Run 1, signal metal coverage by tile:
The die is cut into 17 by 17 equal tiles; white is low, dark blue is high, scaled to the fullest tile. Values are wire area over tile area, all layers added.
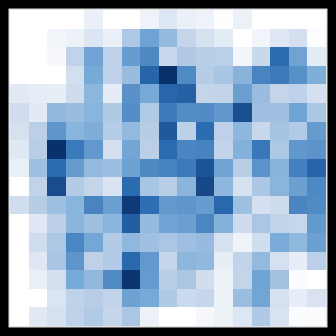
Run 1, a small window of the routed layout:
Bar = 5 µm. Window x 54 to 74, y 54 to 74 µm. Cells in gray, sequential cells in the stronger gray; small squares are vias.
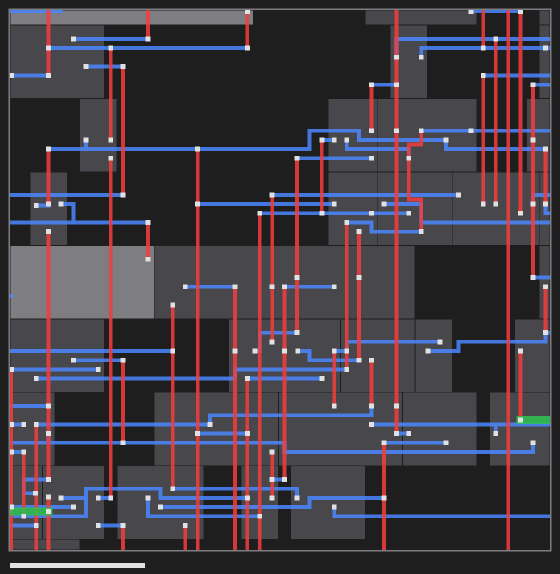
Run 1, routing congestion map:
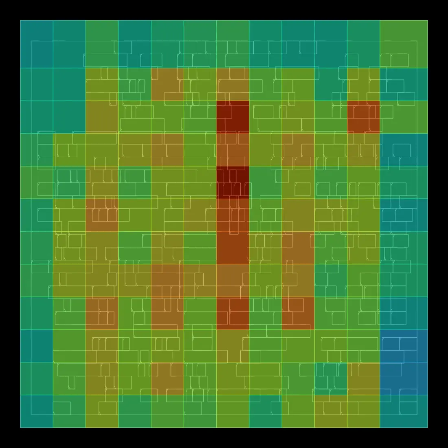
File: src/rtl/score_display_ctrl_if.sv
// Bus between the score display controller and its neighbours: score
// commands from game logic, beam position from the VGA controller, the
// shared digit-sprite ROM, and pixel/score results toward the colour mapper.
interface score_display_if #(
    parameter int NUM_DIGITS = 4
);
    logic                      score_inc;
    logic                      score_clr;
    logic [9:0]                DrawX;
    logic [9:0]                DrawY;
    logic                      blank;
    logic [11:0]               rom_address;
    logic [3:0]                rom_q;
    logic                      pix_on;
    logic [3:0]                pix_index;
    logic [4*NUM_DIGITS-1:0]   score_bcd;
    logic                      overflow;

    modport master (
        output score_inc, score_clr, DrawX, DrawY, blank, rom_q,
        input  rom_address, pix_on, pix_index, score_bcd, overflow
    );

    modport slave (
        input  score_inc, score_clr, DrawX, DrawY, blank, rom_q,
        output rom_address, pix_on, pix_index, score_bcd, overflow
    );
endinterface

File: src/rtl/score_display_ctrl.sv
// Score display controller: BCD score counter with sticky overflow, a
// display copy refreshed only at vblank start (no mid-frame tearing), and
// address sequencing of one shared 16x16 digit-sprite ROM across all digit
// positions. Pixel output is registered one posedge after the address.
//
// Optional build macro LEADING_ZERO_BLANK_EN: when defined, leading zero
// digits are not drawn (the least-significant digit is always drawn).
module score_display_ctrl #(
    parameter int NUM_DIGITS  = 4,
    parameter int ORIGIN_X    = 16,
    parameter int ORIGIN_Y    = 16,
    parameter int DIGIT_PITCH = 16
) (
    input  logic vga_clk,
    input  logic reset,
    score_display_if.slave bus
);
    localparam int W = 4 * NUM_DIGITS;

    // Region bounds at 11 bits so a beam left of/above the origin never
    // aliases into the digit row after subtraction.
    localparam logic [10:0] X_LO = 11'(ORIGIN_X);
    localparam logic [10:0] X_HI = 11'(ORIGIN_X + NUM_DIGITS * DIGIT_PITCH);
    localparam logic [10:0] Y_LO = 11'(ORIGIN_Y);
    localparam logic [10:0] Y_HI = 11'(ORIGIN_Y + 16);

    logic [W-1:0]  score_q, score_d;
    logic          overflow_q, overflow_d;
    logic [W-1:0]  disp_q, disp_d;
    logic          pix_on_q, pix_on_d;
    logic [3:0]    pix_index_q, pix_index_d;

    logic [W-1:0]  inc_val;
    logic          inc_wrap;
    logic          vblank_start;

    logic [10:0]   x_ext, y_ext, dx;
    logic          band;
    logic          in_region;
    logic          suppress;
    logic [3:0]    digit, row, col, d_k;
`ifdef LEADING_ZERO_BLANK_EN
    logic          lead_zero, lz_k;
`endif

    // BCD +1 with ripple carry; carry out of the MSD means all-9s wrapped.
    always_comb begin
        logic carry;
        carry   = 1'b1;
        inc_val = score_q;
        for (int i = 0; i < NUM_DIGITS; i++) begin
            if (carry) begin
                if (score_q[i*4 +: 4] == 4'd9) begin
                    inc_val[i*4 +: 4] = 4'd0;
                end else begin
                    inc_val[i*4 +: 4] = score_q[i*4 +: 4] + 4'd1;
                    carry = 1'b0;
                end
            end
        end
        inc_wrap = carry;
    end

    // Score next-state: clear wins over increment; overflow is sticky.
    always_comb begin
        score_d    = score_q;
        overflow_d = overflow_q;
        if (bus.score_clr) begin
            score_d    = '0;
            overflow_d = 1'b0;
        end else if (bus.score_inc) begin
            score_d = inc_val;
            if (inc_wrap) begin
                overflow_d = 1'b1;
            end
        end
    end

    // Display copy takes the pre-increment score exactly at vblank start.
    always_comb begin
        vblank_start = (bus.DrawY == 10'd480) && (bus.DrawX == 10'd0);
        disp_d       = vblank_start ? score_q : disp_q;
    end

    // Region decode: find the digit window under the beam (position 0 is
    // the MSD) and form the shared ROM address from the displayed digit.
    always_comb begin
        x_ext     = {1'b0, bus.DrawX};
        y_ext     = {1'b0, bus.DrawY};
        dx        = x_ext - X_LO;
        row       = 4'(y_ext - Y_LO);
        band      = (y_ext >= Y_LO) && (y_ext < Y_HI) &&
                    (x_ext >= X_LO) && (x_ext < X_HI);
        in_region = 1'b0;
        digit     = 4'd0;
        col       = 4'd0;
        suppress  = 1'b0;
        d_k       = 4'd0;
`ifdef LEADING_ZERO_BLANK_EN
        lead_zero = 1'b1;
        lz_k      = 1'b0;
`endif
        for (int k = 0; k < NUM_DIGITS; k++) begin
            d_k = disp_q[(NUM_DIGITS-1-k)*4 +: 4];
`ifdef LEADING_ZERO_BLANK_EN
            lz_k      = lead_zero && (d_k == 4'd0) && (k != NUM_DIGITS - 1);
            lead_zero = lead_zero && (d_k == 4'd0);
`endif
            // Columns 16..PITCH-1 of each slot are the inter-digit gap.
            if (band && (dx >= 11'(k * DIGIT_PITCH)) &&
                (dx < 11'(k * DIGIT_PITCH + 16))) begin
                in_region = 1'b1;
                digit     = d_k;
                col       = 4'(dx - 11'(k * DIGIT_PITCH));
`ifdef LEADING_ZERO_BLANK_EN
                suppress  = lz_k;
`else
                suppress  = 1'b0;
`endif
            end
        end
    end

    // Pixel decision uses rom_q returned at the negedge for this cycle's address.
    always_comb begin
        pix_on_d    = in_region && bus.blank && (bus.rom_q != 4'd0) && !suppress;
        pix_index_d = pix_on_d ? bus.rom_q : 4'd0;
    end

    // State registers; reset darkens the outputs and zeroes the display copy.
    always_ff @(posedge vga_clk or posedge reset) begin
        if (reset) begin
            score_q     <= '0;
            overflow_q  <= 1'b0;
            disp_q      <= '0;
            pix_on_q    <= 1'b0;
            pix_index_q <= 4'd0;
        end else begin
            score_q     <= score_d;
            overflow_q  <= overflow_d;
            disp_q      <= disp_d;
            pix_on_q    <= pix_on_d;
            pix_index_q <= pix_index_d;
        end
    end

    assign bus.rom_address = in_region ? {digit, row, col} : 12'd0;
    assign bus.pix_on      = pix_on_q;
    assign bus.pix_index   = pix_index_q;
    assign bus.score_bcd   = score_q;
    assign bus.overflow    = overflow_q;
endmodule

File: src/flat_wrapper.sv
// flat-port wrapper written by rule: the top's interface ports become plain ports
module score_display_ctrl_flat 
#(
    parameter int NUM_DIGITS  = 4,
    parameter int ORIGIN_X    = 16,
    parameter int ORIGIN_Y    = 16,
    parameter int DIGIT_PITCH = 16
)
  (vga_clk, reset, bus_score_inc, bus_score_clr, bus_DrawX, bus_DrawY, bus_blank, bus_rom_q, bus_rom_address, bus_pix_on, bus_pix_index, bus_score_bcd, bus_overflow);
  score_display_if #(.NUM_DIGITS(NUM_DIGITS)) bus_i ();
  input  logic vga_clk;
  input  logic reset;
  input wire logic [$bits(bus_i.score_inc)-1:0] bus_score_inc;
  input wire logic [$bits(bus_i.score_clr)-1:0] bus_score_clr;
  input wire logic [$bits(bus_i.DrawX)-1:0] bus_DrawX;
  input wire logic [$bits(bus_i.DrawY)-1:0] bus_DrawY;
  input wire logic [$bits(bus_i.blank)-1:0] bus_blank;
  input wire logic [$bits(bus_i.rom_q)-1:0] bus_rom_q;
  output wire logic [$bits(bus_i.rom_address)-1:0] bus_rom_address;
  output wire logic [$bits(bus_i.pix_on)-1:0] bus_pix_on;
  output wire logic [$bits(bus_i.pix_index)-1:0] bus_pix_index;
  output wire logic [$bits(bus_i.score_bcd)-1:0] bus_score_bcd;
  output wire logic [$bits(bus_i.overflow)-1:0] bus_overflow;
  assign bus_i.score_inc = bus_score_inc;
  assign bus_i.score_clr = bus_score_clr;
  assign bus_i.DrawX = bus_DrawX;
  assign bus_i.DrawY = bus_DrawY;
  assign bus_i.blank = bus_blank;
  assign bus_i.rom_q = bus_rom_q;
  assign bus_rom_address = bus_i.rom_address;
  assign bus_pix_on = bus_i.pix_on;
  assign bus_pix_index = bus_i.pix_index;
  assign bus_score_bcd = bus_i.score_bcd;
  assign bus_overflow = bus_i.overflow;
  score_display_ctrl #(.NUM_DIGITS(NUM_DIGITS), .ORIGIN_X(ORIGIN_X), .ORIGIN_Y(ORIGIN_Y), .DIGIT_PITCH(DIGIT_PITCH)) u_core (.vga_clk(vga_clk), .reset(reset), .bus(bus_i));
endmodule
File: config.mk
export PLATFORM = sky130hd
export DESIGN_NAME = score_display_ctrl_flat
export DESIGN_NICKNAME = d
export VERILOG_FILES = /design/src/rtl/score_display_ctrl_if.sv /design/src/rtl/score_display_ctrl.sv /design/src/flat_wrapper.sv
export SDC_FILE = /design/constraint.sdc
export NUM_CORES = 1
export LEC_CHECK = 0
export CELL_PAD_IN_SITES_DETAIL_PLACEMENT = 0
export CELL_PAD_IN_SITES_GLOBAL_PLACEMENT = 1
export CORE_MARGIN = 2
export CORE_UTILIZATION = 35
export CTS_BUF_LIST = sky130_fd_sc_hd__clkbuf_4 sky130_fd_sc_hd__clkbuf_8
export DETAILED_ROUTE_END_ITERATION = 10
export PLACE_DENSITY_LB_ADDON = 0.1
export REMOVE_ABC_BUFFERS = 1
export SYNTH_ARGS = -nofsm -noshare
export SYNTH_HDL_FRONTEND = slang
export SYNTH_SLANG_ARGS = --single-unit
File: constraint.sdc
create_clock -name vga_clk -period 3.2 [get_ports vga_clk]
set_clock_uncertainty 0.05 [all_clocks]
set_input_delay 0.32 -clock vga_clk [delete_from_list [all_inputs] [get_ports vga_clk]]
set_output_delay 0.32 -clock vga_clk [all_outputs]
set_load 0.02 [all_outputs]
==> report_table.html, run 1 <==
<p>Metrics extracted from the flow reports.</p>
<table>
<tr><th>Metric</th><th>Value</th></tr>
<tr><th colspan="2">Run status</th></tr>
<tr><td>Run status</td><td>finished clean</td></tr>
<tr><th colspan="2">Power</th></tr>
<tr><td>Largest power group</td><td>the clock network</td></tr>
<tr><td>Max IR drop VDD</td><td>0.0001674 V</td></tr>
<tr><td>Combinational logic power</td><td>122 µW</td></tr>
<tr><td>Switching Power</td><td>241.7 µW</td></tr>
<tr><td>Clock net power</td><td>490 µW</td></tr>
<tr><td>Internal portion of total power</td><td>855.5 µW</td></tr>
<tr><td>Total power divided by cell area</td><td>338.2 nW/µm²</td></tr>
<tr><th colspan="2">Place</th></tr>
<tr><td>Total placed instance area</td><td>3118 µm²</td></tr>
<tr><td>RD Place Congestion</td><td>0.7735</td></tr>
<tr><th colspan="2">Critical path</th></tr>
<tr><td>Internal reg-to-reg setup slack</td><td>1.18 ns</td></tr>
<tr><td>Max Fanout on Critical Path</td><td>9</td></tr>
<tr><td>First element of the critical path</td><td>bus_DrawX[4]</td></tr>
<tr><td>Sequence of cells on the critical path</td><td>clkdlybuf4s50_1 -&gt; inv_1 -&gt; ha_1 -&gt; or4bb_1 -&gt; o22a_1 -&gt; a221oi_4 -&gt; buf_4 -&gt; and2_2 -&gt; dlygate4sd2_1</td></tr>
<tr><td>Capture point of the critical path</td><td>bus_rom_address[3]</td></tr>
<tr><td>CP max stage delay</td><td>0.42 ns</td></tr>
<tr><td>Endpoint kind of the worst setup timing path</td><td>primary output</td></tr>
<tr><th colspan="2">Route</th></tr>
<tr><td>Total DRC errors in the routed layout</td><td>0</td></tr>
<tr><td>Routed via count divided by cell count</td><td>5.196</td></tr>
<tr><td>Detail Route Antenna Nets</td><td>0</td></tr>
<tr><th colspan="2">Layout</th></tr>
<tr><td>Fin cells</td><td>393</td></tr>
<tr><td>Total non-filler cell area in the finished layout</td><td>3244 µm²</td></tr>
<tr><td>Filler instances</td><td>624</td></tr>
<tr><td>Antenna fix cells</td><td>0</td></tr>
<tr><td>Post-synthesis to final-layout area growth</td><td>38.00%</td></tr>
<tr><td># nets final</td><td>356</td></tr>
<tr><td>Dominant logic cell type in the layout</td><td>sky130_fd_sc_hd__clkdlybuf4s50_1</td></tr>
<tr><th colspan="2">Yosys</th></tr>
<tr><td>And-or/or-and share of the synthesized area</td><td>12.88%</td></tr>
<tr><td>Top cells by count</td><td>sky130_fd_sc_hd__dfrtp_1, sky130_fd_sc_hd__nor2_1, sky130_fd_sc_hd__nand2_1</td></tr>
<tr><td>Warning count from the yosys run</td><td>0</td></tr>
<tr><td>Yosys top cell by instances</td><td>sky130_fd_sc_hd__dfrtp_1</td></tr>
<tr><td>Most common flop cell mapped by yosys</td><td>sky130_fd_sc_hd__dfrtp_1</td></tr>
<tr><td>Post-synthesis area per instance</td><td>9.715 µm²</td></tr>
<tr><th colspan="2">GRT</th></tr>
<tr><td>Remaining global-route overflow</td><td>0</td></tr>
<tr><td>Number of antenna violations at the first check in global routing</td><td>0</td></tr>
<tr><th colspan="2">Final timing</th></tr>
<tr><td>Min cycle time layout</td><td>2.985 ns</td></tr>
<tr><td>Number of hold violations in the final report</td><td>0</td></tr>
<tr><th colspan="2">Clock tree</th></tr>
<tr><td>Post-CTS Repair Setup Buffers</td><td>0</td></tr>
<tr><td>Cell resize tally after clock tree synthesis</td><td>11</td></tr>
<tr><td>Maximum number of buffers from clock root to sink</td><td>2</td></tr>
</table>
-- 'signal metal coverage by tile' (at the start) --
The mean over all tiles is 0.12. The fullest tile reaches 0.35. 11% of the tiles are nearly empty. The emptiest ninth of the die: upper left. 29% of the tiles are over half the peak.
wire per inst: 14.31 µm
global-route usage over all layers: 16.39%
Total Routed Length: 5622 µm
detailed-route via count: 2042

-- 'a small window of the routed layout' (at the start) --
Key: green = M3; red = M2; blue = M1
Netlist names of flops here include `u_core.disp_q` (1). Most frequent: buf_4 (5). Sequential cells in the window: 1. 25 logic cells have their middle in the window.

-- 'routing congestion map' (at the start) --
GR Layer Usage met1: 21.61%
utilization after layout: 50.52%
GRT busiest layer: met2

## run 1: layer usage
layer  global-route usage, %  vias up  wire [µm]
li1                        -     1016          -
met1                   21.61      955       2711
met2                   26.22       59       2469
met3                   3.657       12        323
met4                   6.205        0        118
met5                       0        -          0
## run 1: per-stage QoR
step,hold slack [ns],setup slack (ns)
detailed placement,0.4410,-0.06430
CTS,0.4188,0.02338
global route,0.4772,0.04591
floorplan,0.3331,0.5280
finish,0.3939,0.2148
global placement,0.4313,-0.004583
## run 1: area by class of cell
cell class | count | share of cell area [%]
inverters | 11 | 1.273
repair buffers | 78 | 22.48
flip-flops and latches | 38 | 29.31
multi-input cells | 181 | 39.72
well taps | 77 | 2.970
clock buffers | 5 | 2.121
clock inverters | 3 | 2.121
==> inputs of run 2 (changes only) <==
GPL_TIMING_DRIVEN = 0   (was unset)
==> run 2 against run 1 <==
Compared with the run above:
- fmax decreased by 2.8%
- combinational power decreased by 5%
- global-route usage decreased by 0.79 points
- sequential share of layout area increased by 0.98 points
- die area unchanged
- clock-buffer cell count increased by 1
- largest power group is now registers
- non-clock buffer count decreased by 13
- worst setup slack got worse by 0.086 ns
- utilization decreased by 1.6 points
- worst hold slack improved by 0.040 ns
- cell count decreased by 3.6%
- via count decreased by 0.44%
- critical endpoint is now bus_rom_address[2]
- critical path type unchanged
==> report_table.html, run 2 <==
<p>Metrics extracted from the flow reports.</p>
<table>
<tr><th>Metric</th><th>Value</th></tr>
<tr><th colspan="2">Critical path</th></tr>
<tr><td>Category of the critical setup timing path</td><td>primary input to primary output</td></tr>
<tr><td>Cell family with most CP delay</td><td>buffers and inverters</td></tr>
<tr><td>Sequence of cells on the critical path</td><td>clkdlybuf4s50_1 -&gt; or4b_1 -&gt; o22a_1 -&gt; a221oi_4 -&gt; buf_4 -&gt; and2_2 -&gt; dlygate4sd2_1</td></tr>
<tr><td>Capture point of the critical path</td><td>bus_rom_address[2]</td></tr>
<tr><td>First element of the critical path</td><td>bus_DrawX[6]</td></tr>
<tr><td>Crit path max-delay cell type</td><td>sky130_fd_sc_hd__clkdlybuf4s50_1</td></tr>
<tr><td>Max Fanout on Critical Path</td><td>13</td></tr>
<tr><td>Endpoint kind of the worst setup timing path</td><td>primary output</td></tr>
<tr><td>Data arrival time of the worst path</td><td>2.70 ns</td></tr>
<tr><td>CP max stage delay</td><td>0.61 ns</td></tr>
<tr><td>Internal reg-to-reg setup slack</td><td>1.12 ns</td></tr>
<tr><th colspan="2">Layout</th></tr>
<tr><td>Buffers, non-clock</td><td>65</td></tr>
<tr><td>Total non-filler cell area in the finished layout</td><td>3139 µm²</td></tr>
<tr><td>Fraction of area in registers</td><td>30.29%</td></tr>
<tr><td>Fraction of final layout cells sized beyond drive strength 1</td><td>16.89%</td></tr>
<tr><td>Buffering overhead</td><td>20.05%</td></tr>
<tr><td>Seq_cells</td><td>38</td></tr>
<tr><td>Dominant logic cell type in the layout</td><td>sky130_fd_sc_hd__clkdlybuf4s50_1</td></tr>
<tr><td>Nonclk inv count</td><td>11</td></tr>
<tr><td>Filler instances</td><td>634</td></tr>
<tr><td>Layout clock buffers</td><td>6</td></tr>
<tr><td># nets final</td><td>343</td></tr>
<tr><td>Antenna fix cells</td><td>0</td></tr>
<tr><td>Leading cell kind</td><td>multi-input combinational cells</td></tr>
<tr><td>Logic share of the area</td><td>42.53%</td></tr>
<tr><td>Post-synthesis to final-layout area growth</td><td>33.53%</td></tr>
<tr><td>Clock buffer and inverter area fraction after layout</td><td>2.670%</td></tr>
<tr><td>Multi-input combinational cell count</td><td>181</td></tr>
<tr><th colspan="2">GRT</th></tr>
<tr><td>Global routing met3 resource utilization</td><td>3.754%</td></tr>
<tr><td>Vias in the first global route</td><td>1939</td></tr>
<tr><td>Remaining global-route overflow</td><td>0</td></tr>
<tr><td>GRT busiest layer</td><td>met2</td></tr>
<tr><td>Met2 track demand over resource in global routing</td><td>24.74%</td></tr>
<tr><td>Global-route usage over all layers</td><td>15.59%</td></tr>
<tr><td>Number of antenna violations at the first check in global routing</td><td>0</td></tr>
<tr><th colspan="2">Place</th></tr>
<tr><td>Post-placement worst setup slack</td><td>-0.9676 ns</td></tr>
<tr><td>Total placed instance area</td><td>3004 µm²</td></tr>
<tr><td>RD Place Congestion</td><td>0.7675</td></tr>
<tr><th colspan="2">Yosys</th></tr>
<tr><td>Most common flop cell mapped by yosys</td><td>sky130_fd_sc_hd__dfrtp_1</td></tr>
<tr><td>Yosys stat area</td><td>2351 µm²</td></tr>
<tr><td>And-or/or-and share of the synthesized area</td><td>12.88%</td></tr>
<tr><td>Top cells by count</td><td>sky130_fd_sc_hd__dfrtp_1, sky130_fd_sc_hd__nor2_1, sky130_fd_sc_hd__nand2_1</td></tr>
<tr><td>Warning count from the yosys run</td><td>0</td></tr>
<tr><td>Post-synthesis area per instance</td><td>9.715 µm²</td></tr>
<tr><td>Yosys top cell by instances</td><td>sky130_fd_sc_hd__dfrtp_1</td></tr>
<tr><td>Seq share, synth</td><td>40.45%</td></tr>
<tr><td>Yosys stat cell total</td><td>242</td></tr>
<tr><td>Flop and latch count out of synthesis</td><td>38</td></tr>
<tr><th colspan="2">Power</th></tr>
<tr><td>Total power divided by cell area</td><td>295.6 nW/µm²</td></tr>
<tr><td>Max IR drop VDD</td><td>0.0001900 V</td></tr>
<tr><td>Static Leak</td><td>1.422 nW</td></tr>
<tr><td>Total power consumption of the routed design</td><td>928.0 µW</td></tr>
<tr><th colspan="2">Clock tree</th></tr>
<tr><td>Count of H-tree levels built during CTS</td><td>2</td></tr>
<tr><td>Clock slew at the register clock pins of the worst setup and hold paths</td><td>0.07 ns</td></tr>
<tr><td>Post-CTS Repair Setup Buffers</td><td>2</td></tr>
<tr><td>Maximum number of buffers from clock root to sink</td><td>2</td></tr>
<tr><td>Cell resize tally after clock tree synthesis</td><td>20</td></tr>
<tr><td>Clock tree sinks</td><td>38</td></tr>
<tr><td>TritonCTS buffer count</td><td>5</td></tr>
<tr><th colspan="2">Run status</th></tr>
<tr><td>Run status</td><td>finished clean</td></tr>
<tr><th colspan="2">Floorplan</th></tr>
<tr><td>Vertical die dimension</td><td>85.96 µm</td></tr>
<tr><td>Die X-Extent</td><td>85.96 µm</td></tr>
<tr><td>Area of the core</td><td>6422 µm²</td></tr>
<tr><td>Total I/O pin count</td><td>63</td></tr>
<tr><td>Well Taps</td><td>77</td></tr>
<tr><th colspan="2">Route</th></tr>
<tr><td>Highest metal layer with signal wires</td><td>met4</td></tr>
<tr><td>Sum of routed wire segments on met1</td><td>2615 µm</td></tr>
<tr><td>Routed via count divided by cell count</td><td>5.364</td></tr>
<tr><td>Total DRC errors in the routed layout</td><td>0</td></tr>
<tr><td>Detailed-routed wire length on met2</td><td>2465 µm</td></tr>
<tr><td>Met3 wire len</td><td>326 µm</td></tr>
<tr><td>Detail Route Antenna Nets</td><td>0</td></tr>
<tr><th colspan="2">Final timing</th></tr>
<tr><td>Number of hold violations in the final report</td><td>0</td></tr>
<tr><td>Post-Route Hold Slack</td><td>0.4340 ns</td></tr>
<tr><td>Worst Setup Slack, final</td><td>0.1286 ns</td></tr>
<tr><td>Min cycle time layout</td><td>3.071 ns</td></tr>
<tr><th colspan="2">Flow run</th></tr>
<tr><td>MaxCap Viol Count</td><td>0</td></tr>
</table>
## run 2: netlist changes by cell type in the layout (fill, tap and decap cells not counted), sizes merged
cell and delta:
buf -13, bufinv -2, clkbuf +2, clkdlybuf4s50 -2, clkinv -1, clkinvlp +1
dlygate4sd2 +1
## run 2: report_power, final
part,switching [mW],internal (mW),total [mW]
logic,0.0613,0.0547,0.116
registers,0.00396,0.482,0.486
clock network,0.168,0.158,0.326
total,0.234,0.694,0.928
## run 2: stage by stage
| step | util, % | instances |
|---|---|---|
| global placement | 46.68 | 369 |
| detailed placement | 46.78 | 369 |
| CTS | 48.69 | 378 |
| floorplan | - | 230 |
| global route | 48.88 | 379 |
| finish | 48.88 | 379 |
Run 2, metal layers overlaid:
Bar = 20 µm. Only two layers are drawn.
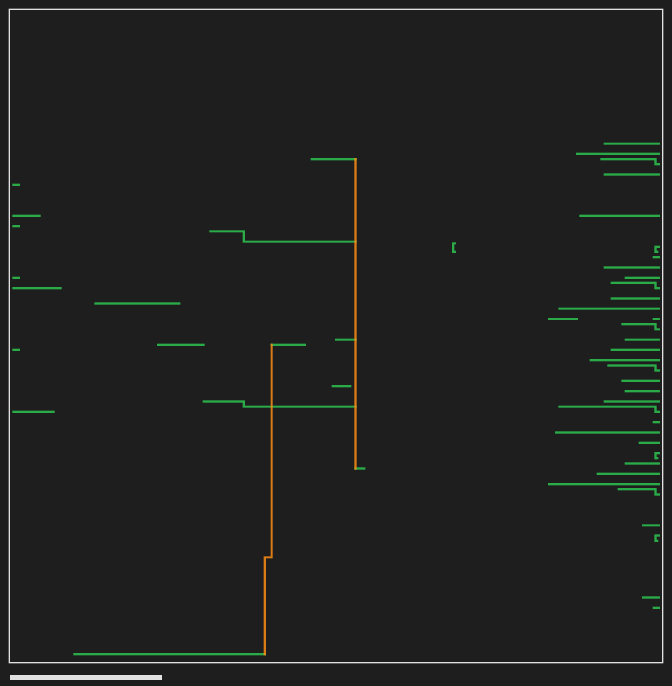
Key: orange = M4 [wire length 82.5 µm]; green = M3 [wire length 326 µm]

Run 2, signal metal coverage by tile:
The die is cut into 17 by 17 equal tiles; white is low, dark blue is high, scaled to the fullest tile. Values are wire area over tile area, all layers added.
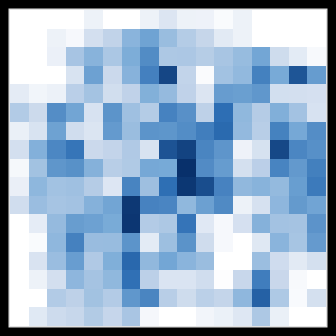
The fullest tile reaches 0.35. The mean over all tiles is 0.12. 13% of the tiles are nearly empty. 27% of the tiles are over half the peak. The emptiest ninth of the die: upper left.
wire per inst: 14.49 µm
Total Routed Length: 5490 µm

Run 2, M1 wires:
Bar = 20 µm.
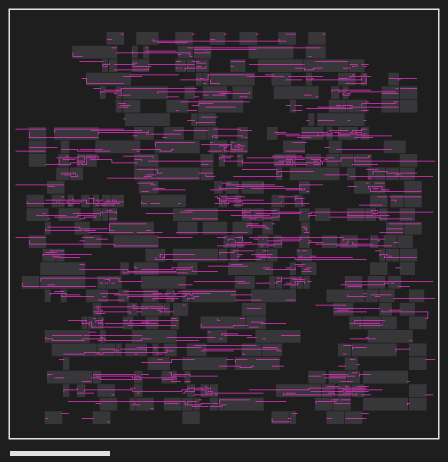
The wires run mostly horizontal. 281 nets have wire on it. The layer holds 48% of the routed length. The layer carries 2620 µm of wire.
detailed-route via count: 2033
GR Layer Usage met1: 20.57%

==> inputs of run 3 (changes only) <==
CORE_UTILIZATION = 38   (was 35)
==> run 3 against run 2 <==
Compared with the run above:
- via count shrank 0.89%
- sequential power is essentially flat
- fmax decreased by 0.19%
- clock-buffer cell count down 1
- sequential share of layout area is 0.50 points lower
- design area increased by 1.7%
- worst hold slack improved by 0.0050 ns
- synthesized cell count stayed put
- power rose by 19%
==> report_table.html, run 3 <==
<p>Metrics extracted from the flow reports.</p>
<table>
<tr><th>Metric</th><th>Value</th></tr>
<tr><th colspan="2">Place</th></tr>
<tr><td>Placed cell count</td><td>367</td></tr>
<tr><td>Total placed instance area</td><td>3002 µm²</td></tr>
<tr><td>RD Place Congestion</td><td>0.7826</td></tr>
<tr><td>Post-placement worst setup slack</td><td>-0.9742 ns</td></tr>
<tr><th colspan="2">Power</th></tr>
<tr><td>Switching Power</td><td>250.9 µW</td></tr>
<tr><td>Static Leak</td><td>1.447 nW</td></tr>
<tr><td>Power drawn by the sequential cells</td><td>485 µW</td></tr>
<tr><td>Share of power burned in the clock network</td><td>45.2%</td></tr>
<tr><td>Clock net power</td><td>497 µW</td></tr>
<tr><td>Largest power group</td><td>the clock network</td></tr>
<tr><td>Total power consumption of the routed design</td><td>1.100 mW</td></tr>
<tr><td>Power share of the combinational group</td><td>10.7%</td></tr>
<tr><td>Internal portion of total power</td><td>848.9 µW</td></tr>
<tr><td>Total power divided by cell area</td><td>344.5 nW/µm²</td></tr>
<tr><td>Combinational logic power</td><td>117 µW</td></tr>
<tr><td>Portion of total power attributed to sequential cells</td><td>44.1%</td></tr>
<tr><td>Share of total power consumed by net switching</td><td>22.81%</td></tr>
<tr><th colspan="2">Critical path</th></tr>
<tr><td>Internal reg-to-reg setup slack</td><td>1.11 ns</td></tr>
<tr><td>Crit path max-delay cell type</td><td>sky130_fd_sc_hd__clkdlybuf4s50_1</td></tr>
<tr><td>Cell family with most CP delay</td><td>buffers and inverters</td></tr>
<tr><td>Capture point of the critical path</td><td>bus_rom_address[1]</td></tr>
<tr><td>Critical path depth</td><td>7</td></tr>
<tr><td>Category of the critical setup timing path</td><td>primary input to primary output</td></tr>
<tr><td>First element of the critical path</td><td>bus_DrawX[6]</td></tr>
<tr><td>Endpoint kind of the worst setup timing path</td><td>primary output</td></tr>
<tr><td>CP max stage delay</td><td>0.61 ns</td></tr>
<tr><th colspan="2">Yosys</th></tr>
<tr><td>Top cells by count</td><td>sky130_fd_sc_hd__dfrtp_1, sky130_fd_sc_hd__nor2_1, sky130_fd_sc_hd__nand2_1</td></tr>
<tr><td>Yosys stat area</td><td>2351 µm²</td></tr>
<tr><td>Warning count from the yosys run</td><td>0</td></tr>
<tr><td>Yosys top cell by instances</td><td>sky130_fd_sc_hd__dfrtp_1</td></tr>
<tr><td>Flop and latch count out of synthesis</td><td>38</td></tr>
<tr><td>Most common flop cell mapped by yosys</td><td>sky130_fd_sc_hd__dfrtp_1</td></tr>
<tr><td>Seq share, synth</td><td>40.45%</td></tr>
<tr><td>Post-synthesis instance area</td><td>2351 µm²</td></tr>
<tr><td>Number of library cell types mapped by synthesis</td><td>50</td></tr>
<tr><th colspan="2">Layout</th></tr>
<tr><td>Total non-filler cell area in the finished layout</td><td>3192 µm²</td></tr>
<tr><td># nets final</td><td>343</td></tr>
<tr><td>Fraction of final layout cells sized beyond drive strength 1</td><td>16.83%</td></tr>
<tr><td>Antenna fix cells</td><td>0</td></tr>
<tr><td>Seq_cells</td><td>38</td></tr>
<tr><td>Multi-input combinational cell count</td><td>181</td></tr>
<tr><td>Clock buffer and inverter area fraction after layout</td><td>4.312%</td></tr>
<tr><td>Layout clock buffers</td><td>5</td></tr>
<tr><td>Filler instances</td><td>590</td></tr>
<tr><td>Leading cell kind</td><td>multi-input combinational cells</td></tr>
<tr><td>Fraction of area in registers</td><td>29.79%</td></tr>
<tr><td>Logic share of the area</td><td>41.83%</td></tr>
<tr><td>Nonclk inv count</td><td>11</td></tr>
<tr><td>Fin cells</td><td>378</td></tr>
<tr><td>Utilization after layout</td><td>53.59%</td></tr>
<tr><td>Buffering overhead</td><td>19.76%</td></tr>
<tr><th colspan="2">Route</th></tr>
<tr><td>Highest metal layer with signal wires</td><td>met4</td></tr>
<tr><td>Detail Route Antenna Nets</td><td>0</td></tr>
<tr><td>Total DRC errors in the routed layout</td><td>0</td></tr>
<tr><td>Met3 wire len</td><td>274 µm</td></tr>
<tr><td>Detailed-routed wire length on met2</td><td>2647 µm</td></tr>
<tr><td>Sum of routed wire segments on met1</td><td>2715 µm</td></tr>
<tr><td>Routed via count divided by cell count</td><td>5.331</td></tr>
<tr><th colspan="2">GRT</th></tr>
<tr><td>Met2 track demand over resource in global routing</td><td>29.03%</td></tr>
<tr><td>Vias in the first global route</td><td>1955</td></tr>
<tr><td>Global routing met3 resource utilization</td><td>4.022%</td></tr>
<tr><td>Number of antenna violations at the first check in global routing</td><td>0</td></tr>
<tr><td>Remaining global-route overflow</td><td>0</td></tr>
<tr><td>GRT busiest layer</td><td>met2</td></tr>
<tr><th colspan="2">Floorplan</th></tr>
<tr><td>Area of the core</td><td>5956 µm²</td></tr>
<tr><td>Total I/O pin count</td><td>63</td></tr>
<tr><td>Die X-Extent</td><td>82.66 µm</td></tr>
<tr><td>Well Taps</td><td>75</td></tr>
<tr><th colspan="2">Flow run</th></tr>
<tr><td>MaxCap Viol Count</td><td>0</td></tr>
<tr><th colspan="2">Final timing</th></tr>
<tr><td>Min cycle time layout</td><td>3.077 ns</td></tr>
<tr><td>Slew at the pin closest to its max-slew limit</td><td>1.239 ns</td></tr>
<tr><td>Worst Setup Slack, final</td><td>0.1228 ns</td></tr>
<tr><th colspan="2">Clock tree</th></tr>
<tr><td>TritonCTS buffer count</td><td>5</td></tr>
<tr><td>Count of H-tree levels built during CTS</td><td>2</td></tr>
<tr><td>Maximum number of buffers from clock root to sink</td><td>2</td></tr>
<tr><td>TritonCTS clock tree</td><td>done</td></tr>
<tr><th colspan="2">Run status</th></tr>
<tr><td>Run status</td><td>finished clean</td></tr>
</table>
-- run 3: how the worst min path moves through the flow --
stage                   startpoint                       to  slack (ns)  cells after the start
2_1_floorplan        bus_score_clr  u_core.bus.score_bcd[0]        0.33                      1
3_3_place_gp   u_core.bus.overflow      u_core.bus.overflow        0.43                      2
3_5_place_dp   u_core.bus.overflow      u_core.bus.overflow        0.44                      2
4_1_cts          u_core.disp_q[13]        u_core.disp_q[13]        0.46                      1
5_1_grt          u_core.disp_q[13]        u_core.disp_q[13]        0.49                      1
6_report                     reset  u_core.bus.score_bcd[5]        0.44                      2
-- run 3: repair_timing --
action                                 in CTS  in global routing
setup endpoints to repair                  28                 12
buffers inserted                            3                  0
hold buffers                                0                  0
resized                                    20                  3
pin swaps                                   1                  0
endpoints found under the hold margin       0                  0
Run 3, metal layers overlaid:
Bar = 20 µm. Only two layers are drawn.
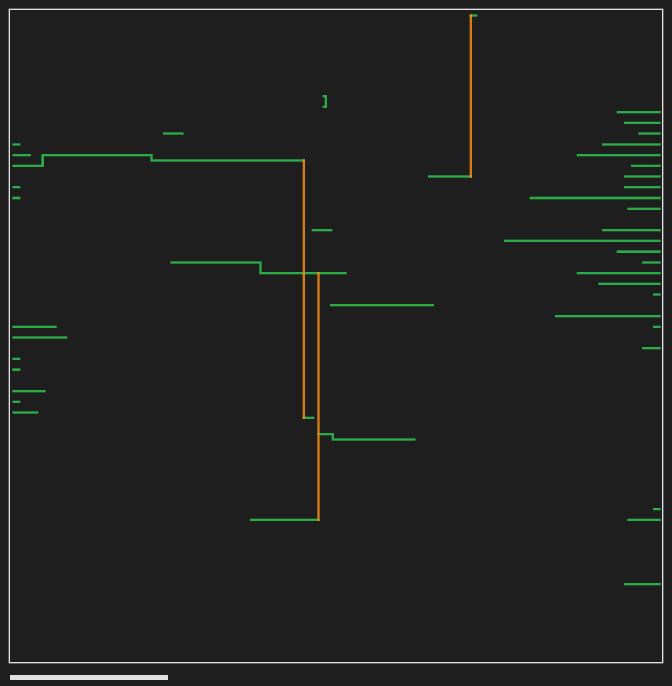
Key: green = M3 [wire length 275 µm]; orange = M4 [wire length 84.3 µm]
detailed-route via count: 2015
wire per inst: 15.14 µm

Run 3, M1 wires:
Bar = 20 µm.
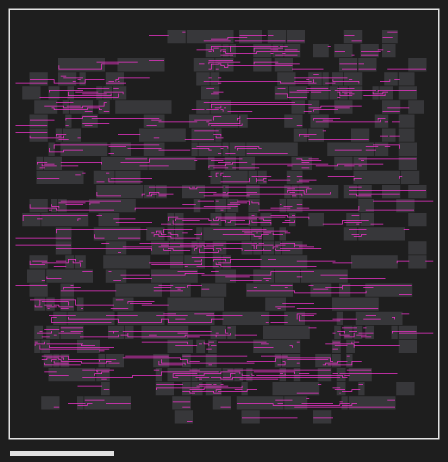
292 nets have wire on it. The wires run mostly horizontal. The longest straight run is 22.5 µm. The layer holds 47% of the routed length.
Total Routed Length: 5722 µm
GR Layer Usage met1: 23.83%

Run 3, signal metal coverage by tile:
The die is cut into 17 by 17 equal tiles; white is low, dark blue is high, scaled to the fullest tile. Values are wire area over tile area, all layers added.
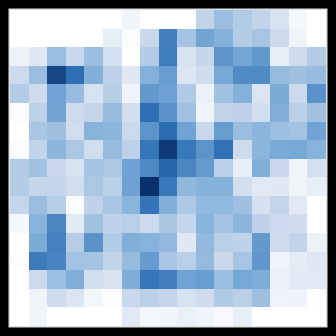
18% of the tiles are over half the peak. The mean over all tiles is 0.13. The densest ninth of the die: center. The fullest tile reaches 0.43.
global-route usage over all layers: 17.87%

Power is estimated from default activity; no workload was simulated.
